Sequential cells grouped by signal name:
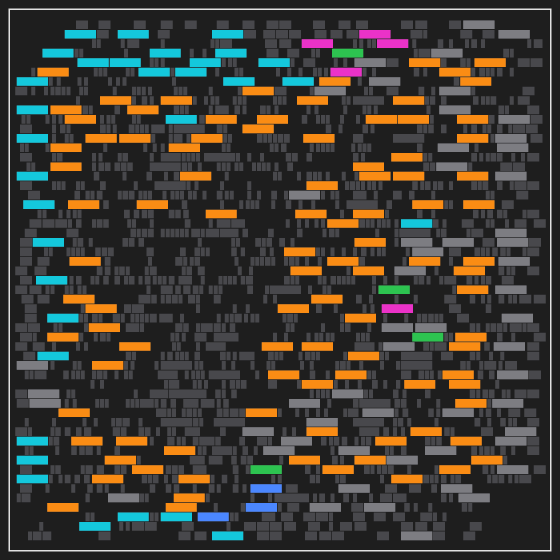
Clock nets:
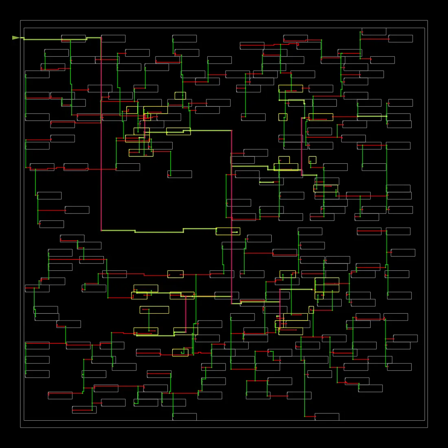
Clock distribution:
Scale bar: 50 um.
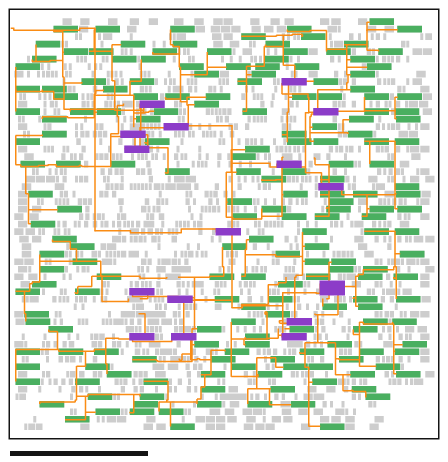
$ cat config.mk
export PLATFORM = sky130hd
export DESIGN_NAME = rv_decode_stage_flat
export DESIGN_NICKNAME = d
export VERILOG_FILES = /design/src/rtl/rv_isa_pkg.sv /design/src/rtl/rv_decode_stage_if.sv /design/src/rtl/rv_decode_comb.sv /design/src/rtl/rv_decode_stage.sv /design/src/flat_wrapper.sv
export SDC_FILE = /design/constraint.sdc
export NUM_CORES = 1
export LEC_CHECK = 0
export ABC_AREA = 1
export CAP_MARGIN = 20
export CELL_PAD_IN_SITES_DETAIL_PLACEMENT = 0
export CELL_PAD_IN_SITES_GLOBAL_PLACEMENT = 1
export CORE_UTILIZATION = 41
export DETAILED_ROUTE_END_ITERATION = 12
export GPL_TIMING_DRIVEN = 0
export PLACE_DENSITY_LB_ADDON = 0.1
export SYNTH_ARGS = -nofsm -noshare
export SYNTH_HDL_FRONTEND = slang
export SYNTH_SLANG_ARGS = --single-unit
$ cat constraint.sdc
create_clock -name clk -period 19.7 [get_ports clk]
set_input_delay 5.91 -clock clk [delete_from_list [all_inputs] [get_ports clk]]
set_output_delay 5.91 -clock clk [all_outputs]
set_load 0.01 [all_outputs]
$ cat src/rtl/rv_isa_pkg.sv
// RV32I decode definitions: opcodes, ALU op codes, control-flag bundle
// and the funct3 -> ALU op helper shared by the decode stage.
package rv_isa_pkg;

  localparam int REG_W = 5;
  localparam int F3_W  = 3;
  localparam int ALU_W = 8;

  localparam logic [6:0] OPC_LUI      = 7'b0110111;
  localparam logic [6:0] OPC_AUIPC    = 7'b0010111;
  localparam logic [6:0] OPC_JAL      = 7'b1101111;
  localparam logic [6:0] OPC_JALR     = 7'b1100111;
  localparam logic [6:0] OPC_BRANCH   = 7'b1100011;
  localparam logic [6:0] OPC_LOAD     = 7'b0000011;
  localparam logic [6:0] OPC_STORE    = 7'b0100011;
  localparam logic [6:0] OPC_OPIMM    = 7'b0010011;
  localparam logic [6:0] OPC_OP       = 7'b0110011;
  localparam logic [6:0] OPC_MISC_MEM = 7'b0001111;
  localparam logic [6:0] OPC_SYSTEM   = 7'b1110011;

  localparam logic [ALU_W-1:0] ALU_NOP  = 8'h00;
  localparam logic [ALU_W-1:0] ALU_ADD  = 8'h01;
  localparam logic [ALU_W-1:0] ALU_SUB  = 8'h02;
  localparam logic [ALU_W-1:0] ALU_SLL  = 8'h03;
  localparam logic [ALU_W-1:0] ALU_SLT  = 8'h04;
  localparam logic [ALU_W-1:0] ALU_SLTU = 8'h05;
  localparam logic [ALU_W-1:0] ALU_XOR  = 8'h06;
  localparam logic [ALU_W-1:0] ALU_SRL  = 8'h07;
  localparam logic [ALU_W-1:0] ALU_SRA  = 8'h08;
  localparam logic [ALU_W-1:0] ALU_OR   = 8'h09;
  localparam logic [ALU_W-1:0] ALU_AND  = 8'h0a;
  localparam logic [ALU_W-1:0] ALU_PASS = 8'h0b;
  // M ops occupy 0x10..0x17 in funct3 order (mul, mulh, ..., remu)
  localparam logic [ALU_W-1:0] ALU_MUL  = 8'h10;

  typedef struct packed {
    logic re1;
    logic re2;
    logic we;
    logic pce;
    logic imme;
    logic jmpe;
    logic bre;
    logic mrd;
    logic mwr;
    logic illegal;
  } dec_ctrl_t;

  // funct3 to ALU op; alt selects sub/sra (funct7[5])
  function automatic logic [ALU_W-1:0] alu_from_f3(input logic [2:0] f3, input logic alt);
    case (f3)
      3'b000:  return alt ? ALU_SUB : ALU_ADD;
      3'b001:  return ALU_SLL;
      3'b010:  return ALU_SLT;
      3'b011:  return ALU_SLTU;
      3'b100:  return ALU_XOR;
      3'b101:  return alt ? ALU_SRA : ALU_SRL;
      3'b110:  return ALU_OR;
      default: return ALU_AND;
    endcase
  endfunction

endpackage

$ cat src/rtl/rv_decode_stage_if.sv
// Fetch-side and downstream-side signals of the decode stage.
// Handshake: a transfer happens on a rising edge where valid and ready are
// both high; the source keeps valid and data stable until that edge, and
// in_ready does not depend on in_valid.
interface rv_decode_stage_if #(
  parameter int XLEN = 32,
  parameter int OP_W = 8
);
  logic            in_valid;
  logic            in_ready;
  logic [31:0]     in_prog;
  logic [XLEN-1:0] in_pc;
  logic            out_valid;
  logic            out_ready;
  logic [XLEN-1:0] out_pc;
  logic [4:0]      ra1, ra2, wa;
  logic [XLEN-1:0] imm;
  logic [OP_W-1:0] op;
  logic [2:0]      funct3;
  logic            re1, re2, we, pce, imme, jmpe, bre, mrd, mwr, illegal;

  // environment side: fetch plus downstream consumer
  modport master (
    output in_valid, in_prog, in_pc, out_ready,
    input  in_ready, out_valid, out_pc, ra1, ra2, wa, imm, op, funct3,
    input  re1, re2, we, pce, imme, jmpe, bre, mrd, mwr, illegal
  );

  // decode stage side
  modport slave (
    input  in_valid, in_prog, in_pc, out_ready,
    output in_ready, out_valid, out_pc, ra1, ra2, wa, imm, op, funct3,
    output re1, re2, we, pce, imme, jmpe, bre, mrd, mwr, illegal
  );
endinterface

$ cat src/rtl/rv_decode_comb.sv
// Pure combinational RV32I instruction decoder.
// Optional macro RV_M_EXT_EN: decode mul..remu as ALU ops 0x10..0x17;
// without it those encodings are illegal.
module rv_decode_comb
  import rv_isa_pkg::*;
#(
  parameter int XLEN = 32,
  parameter int OP_W = 8
) (
  input  logic [31:0]     prog,
  output logic [4:0]      ra1,
  output logic [4:0]      ra2,
  output logic [4:0]      wa,
  output logic [XLEN-1:0] imm,
  output logic [OP_W-1:0] op,
  output logic [2:0]      funct3,
  output dec_ctrl_t       ctrl
);

  logic [6:0]       opc;
  logic [4:0]       rd, rs1, rs2;
  logic [2:0]       f3;
  logic [6:0]       f7;
  dec_ctrl_t        c;
  logic [ALU_W-1:0] aop;
  logic [31:0]      imm32;
  logic             ill;

  assign opc = prog[6:0];
  assign rd  = prog[11:7];
  assign f3  = prog[14:12];
  assign rs1 = prog[19:15];
  assign rs2 = prog[24:20];
  assign f7  = prog[31:25];

  // decode by opcode, then squash everything for illegal and rd==x0 writes
  always_comb begin
    c     = '0;
    aop   = ALU_NOP;
    imm32 = '0;
    ill   = 1'b0;
    case (opc)
      OPC_LUI: begin
        aop = ALU_PASS; c.imme = 1'b1; c.we = 1'b1;
        imm32 = {prog[31:12], 12'b0};
      end
      OPC_AUIPC: begin
        aop = ALU_ADD; c.pce = 1'b1; c.imme = 1'b1; c.we = 1'b1;
        imm32 = {prog[31:12], 12'b0};
      end
      OPC_JAL: begin
        aop = ALU_ADD; c.pce = 1'b1; c.imme = 1'b1; c.jmpe = 1'b1; c.we = 1'b1;
        imm32 = {{12{prog[31]}}, prog[19:12], prog[20], prog[30:21], 1'b0};
      end
      OPC_JALR: begin
        aop = ALU_ADD; c.re1 = 1'b1; c.imme = 1'b1; c.jmpe = 1'b1; c.we = 1'b1;
        imm32 = {{20{prog[31]}}, prog[31:20]};
      end
      OPC_BRANCH: begin
        if (f3 == 3'b010 || f3 == 3'b011) ill = 1'b1;
        aop = ALU_SUB; c.bre = 1'b1; c.re1 = 1'b1; c.re2 = 1'b1;
        imm32 = {{20{prog[31]}}, prog[7], prog[30:25], prog[11:8], 1'b0};
      end
      OPC_LOAD: begin
        if (f3 == 3'b011 || f3 == 3'b110 || f3 == 3'b111) ill = 1'b1;
        aop = ALU_ADD; c.mrd = 1'b1; c.re1 = 1'b1; c.imme = 1'b1; c.we = 1'b1;
        imm32 = {{20{prog[31]}}, prog[31:20]};
      end
      OPC_STORE: begin
        if (f3 > 3'b010) ill = 1'b1;
        aop = ALU_ADD; c.mwr = 1'b1; c.re1 = 1'b1; c.re2 = 1'b1; c.imme = 1'b1;
        imm32 = {{20{prog[31]}}, prog[31:25], prog[11:7]};
      end
      OPC_OPIMM: begin
        c.re1 = 1'b1; c.imme = 1'b1; c.we = 1'b1;
        imm32 = {{20{prog[31]}}, prog[31:20]};
        if (f3 == 3'b001) begin
          if (f7 != 7'b0000000) ill = 1'b1;
          aop = ALU_SLL; imm32 = {27'b0, rs2};
        end else if (f3 == 3'b101) begin
          if (f7 == 7'b0000000)      aop = ALU_SRL;
          else if (f7 == 7'b0100000) aop = ALU_SRA;
          else                       ill = 1'b1;
          imm32 = {27'b0, rs2};
        end else begin
          aop = alu_from_f3(f3, 1'b0);
        end
      end
      OPC_OP: begin
        c.re1 = 1'b1; c.re2 = 1'b1; c.we = 1'b1;
        if (f7 == 7'b0000000) begin
          aop = alu_from_f3(f3, 1'b0);
        end else if (f7 == 7'b0100000 && (f3 == 3'b000 || f3 == 3'b101)) begin
          aop = alu_from_f3(f3, 1'b1);
        end else if (f7 == 7'b0000001) begin
`ifdef RV_M_EXT_EN
          aop = ALU_MUL + {5'b0, f3};
`else
          ill = 1'b1;
`endif
        end else begin
          ill = 1'b1;
        end
      end
      OPC_MISC_MEM, OPC_SYSTEM: begin
        // fence/ecall/ebreak: nop bundle
        aop = ALU_NOP;
      end
      default: ill = 1'b1;
    endcase
    if (ill) begin
      c         = '0;
      c.illegal = 1'b1;
      aop       = ALU_NOP;
      imm32     = '0;
    end else if (rd == 5'd0) begin
      c.we = 1'b0;
    end
  end

  assign ctrl   = c;
  assign op     = OP_W'(aop);
  assign imm    = XLEN'($signed(imm32));
  assign ra1    = c.re1 ? rs1 : 5'd0;
  assign ra2    = c.re2 ? rs2 : 5'd0;
  assign wa     = c.we  ? rd  : 5'd0;
  assign funct3 = c.illegal ? 3'b000 : f3;

endmodule

$ cat src/rtl/rv_decode_stage.sv
// Registered RV32I decode stage: output register plus one skid entry
// around rv_decode_comb, giving full throughput and 1-cycle latency.
// Optional macro RV_M_EXT_EN (see rv_decode_comb) enables M-extension ops.
module rv_decode_stage
  import rv_isa_pkg::*;
#(
  parameter int XLEN = 32,
  parameter int OP_W = 8
) (
  input logic               clk,
  input logic               rst,
  input logic               flush,
  rv_decode_stage_if.slave  bus
);

  typedef struct packed {
    logic [XLEN-1:0] pc;
    logic [XLEN-1:0] imm;
    logic [OP_W-1:0] op;
    logic [4:0]      ra1;
    logic [4:0]      ra2;
    logic [4:0]      wa;
    logic [2:0]      funct3;
    dec_ctrl_t       ctrl;
  } bundle_t;

  bundle_t dec, out_q, skid_q;
  logic    out_v, skid_v;
  logic    accept, out_free;

  rv_decode_comb #(.XLEN(XLEN), .OP_W(OP_W)) u_comb (
    .prog   (bus.in_prog),
    .ra1    (dec.ra1),
    .ra2    (dec.ra2),
    .wa     (dec.wa),
    .imm    (dec.imm),
    .op     (dec.op),
    .funct3 (dec.funct3),
    .ctrl   (dec.ctrl)
  );
  assign dec.pc = bus.in_pc;

  assign bus.in_ready = ~skid_v;
  assign accept       = bus.in_valid & ~skid_v;
  assign out_free     = ~out_v | bus.out_ready;

  // output register and skid entry; skid only fills while the output is held
  always_ff @(posedge clk or posedge rst) begin
    if (rst) begin
      out_v  <= 1'b0;
      skid_v <= 1'b0;
      out_q  <= '0;
      skid_q <= '0;
    end else if (flush) begin
      out_v  <= 1'b0;
      skid_v <= 1'b0;
    end else if (out_free) begin
      if (skid_v) begin
        out_q  <= skid_q;
        out_v  <= 1'b1;
        skid_v <= 1'b0;
      end else if (accept) begin
        out_q <= dec;
        out_v <= 1'b1;
      end else begin
        out_v <= 1'b0;
      end
    end else if (accept) begin
      skid_q <= dec;
      skid_v <= 1'b1;
    end
  end

  assign bus.out_valid = out_v;
  assign bus.out_pc    = out_q.pc;
  assign bus.imm       = out_q.imm;
  assign bus.op        = out_q.op;
  assign bus.ra1       = out_q.ra1;
  assign bus.ra2       = out_q.ra2;
  assign bus.wa        = out_q.wa;
  assign bus.funct3    = out_q.funct3;
  assign bus.re1       = out_q.ctrl.re1;
  assign bus.re2       = out_q.ctrl.re2;
  assign bus.we        = out_q.ctrl.we;
  assign bus.pce       = out_q.ctrl.pce;
  assign bus.imme      = out_q.ctrl.imme;
  assign bus.jmpe      = out_q.ctrl.jmpe;
  assign bus.bre       = out_q.ctrl.bre;
  assign bus.mrd       = out_q.ctrl.mrd;
  assign bus.mwr       = out_q.ctrl.mwr;
  assign bus.illegal   = out_q.ctrl.illegal;

endmodule

$ cat src/flat_wrapper.sv
// flat-port wrapper written by rule: the top's interface ports become plain ports
module rv_decode_stage_flat import rv_isa_pkg::*;
#(
  parameter int XLEN = 32,
  parameter int OP_W = 8
)
  (clk, rst, flush, bus_in_valid, bus_in_prog, bus_in_pc, bus_out_ready, bus_in_ready, bus_out_valid, bus_out_pc, bus_ra1, bus_ra2, bus_wa, bus_imm, bus_op, bus_funct3, bus_re1, bus_re2, bus_we, bus_pce, bus_imme, bus_jmpe, bus_bre, bus_mrd, bus_mwr, bus_illegal);
  rv_decode_stage_if #(.XLEN(XLEN), .OP_W(OP_W)) bus_i ();
  input logic clk;
  input logic rst;
  input logic flush;
  input wire logic [$bits(bus_i.in_valid)-1:0] bus_in_valid;
  input wire logic [$bits(bus_i.in_prog)-1:0] bus_in_prog;
  input wire logic [$bits(bus_i.in_pc)-1:0] bus_in_pc;
  input wire logic [$bits(bus_i.out_ready)-1:0] bus_out_ready;
  output wire logic [$bits(bus_i.in_ready)-1:0] bus_in_ready;
  output wire logic [$bits(bus_i.out_valid)-1:0] bus_out_valid;
  output wire logic [$bits(bus_i.out_pc)-1:0] bus_out_pc;
  output wire logic [$bits(bus_i.ra1)-1:0] bus_ra1;
  output wire logic [$bits(bus_i.ra2)-1:0] bus_ra2;
  output wire logic [$bits(bus_i.wa)-1:0] bus_wa;
  output wire logic [$bits(bus_i.imm)-1:0] bus_imm;
  output wire logic [$bits(bus_i.op)-1:0] bus_op;
  output wire logic [$bits(bus_i.funct3)-1:0] bus_funct3;
  output wire logic [$bits(bus_i.re1)-1:0] bus_re1;
  output wire logic [$bits(bus_i.re2)-1:0] bus_re2;
  output wire logic [$bits(bus_i.we)-1:0] bus_we;
  output wire logic [$bits(bus_i.pce)-1:0] bus_pce;
  output wire logic [$bits(bus_i.imme)-1:0] bus_imme;
  output wire logic [$bits(bus_i.jmpe)-1:0] bus_jmpe;
  output wire logic [$bits(bus_i.bre)-1:0] bus_bre;
  output wire logic [$bits(bus_i.mrd)-1:0] bus_mrd;
  output wire logic [$bits(bus_i.mwr)-1:0] bus_mwr;
  output wire logic [$bits(bus_i.illegal)-1:0] bus_illegal;
  assign bus_i.in_valid = bus_in_valid;
  assign bus_i.in_prog = bus_in_prog;
  assign bus_i.in_pc = bus_in_pc;
  assign bus_i.out_ready = bus_out_ready;
  assign bus_in_ready = bus_i.in_ready;
  assign bus_out_valid = bus_i.out_valid;
  assign bus_out_pc = bus_i.out_pc;
  assign bus_ra1 = bus_i.ra1;
  assign bus_ra2 = bus_i.ra2;
  assign bus_wa = bus_i.wa;
  assign bus_imm = bus_i.imm;
  assign bus_op = bus_i.op;
  assign bus_funct3 = bus_i.funct3;
  assign bus_re1 = bus_i.re1;
  assign bus_re2 = bus_i.re2;
  assign bus_we = bus_i.we;
  assign bus_pce = bus_i.pce;
  assign bus_imme = bus_i.imme;
  assign bus_jmpe = bus_i.jmpe;
  assign bus_bre = bus_i.bre;
  assign bus_mrd = bus_i.mrd;
  assign bus_mwr = bus_i.mwr;
  assign bus_illegal = bus_i.illegal;
  rv_decode_stage #(.XLEN(XLEN), .OP_W(OP_W)) u_core (.clk(clk), .rst(rst), .flush(flush), .bus(bus_i));
endmodule
==> impl_metrics.tcl <==
# metrics dict for downstream scripts
set metrics [dict create \
    outcome "finished clean" \
    place_ws_ns 11.43 \
    yosysUniqueCellTypes 35 \
    logic_gates 936 \
    crit_cells 5 \
    synth-async-reset-ratio_pct 100 \
    drive_gt1_share_pct 6.50 \
    chip_area_sq_mm 0.0241 \
    r2r-start "u_core.skid_v$_DFFE_PP0P_" \
    cap_viol_max_count 0 \
    cts_hold_buf 0 \
    die-width_um 155 \
    ys_seq_elements 194 \
    critPathRequiredTime_ns 13.79 \
    std_cell_rows 55 \
    clk_pin_slew_ns 0.08 \
    fin_crit_ns 8.74 \
    place.gp.congestion 0.869 \
    yosys.area.top_type "dfrtp_1" \
    post_cts_buffers 0 \
    dp_hpwl_um 21200 \
    setup_ws_ns 10.96 \
    r2r_cells 8 \
    startpoint_type "register" \
    mux_share_pct 0 \
    cts_root_buffer "clkbuf_16" \
    ys_cells 1291 \
    top_cell_area_share_pct 50.4 \
    use_met1_pct 33.6 \
    cts_tree "done" \
    top_logic_kind "simple AND/OR/NAND/NOR gates" \
]
Back to the opening pictures, 'sequential cells grouped by signal name':
- orange: `u_core.skid_q` (sequential cells 96; where all over the die)
- magenta: `u_core.bus.ra2` (sequential cells 5)
- cyan: `u_core.bus.imm` (sequential cells 32)
- green: `u_core.bus.op` (sequential cells 4)
- blue: `u_core.bus.funct3` (sequential cells 3)
- not colored: 54
final design utilization: 54.0%
FF/Latch Area: 0.00485 sq mm
P_seq: 0.455 mW
Seq area share: 39.4%

Back to the opening pictures, 'clock nets':
Clock Skew: 0.0113 ns
flop count: 194
clock buffer count from CTS: 17
TritonCTS Sinks: 194
clkbuf count: 17

Back to the opening pictures, 'clock distribution':
- green: flip-flops (count 194)
- purple: clock-net drivers (count 17)
- orange: clock wires (length 2600 um)
- routed clock nets: 18
- flops lie: all over the die
Power Clock: 0.363 mW
Worst-Skew Late Latency: 0.45 ns
Clock Power Share: 37.5%

No activity file was given, so power comes from the tool's default toggle rates.
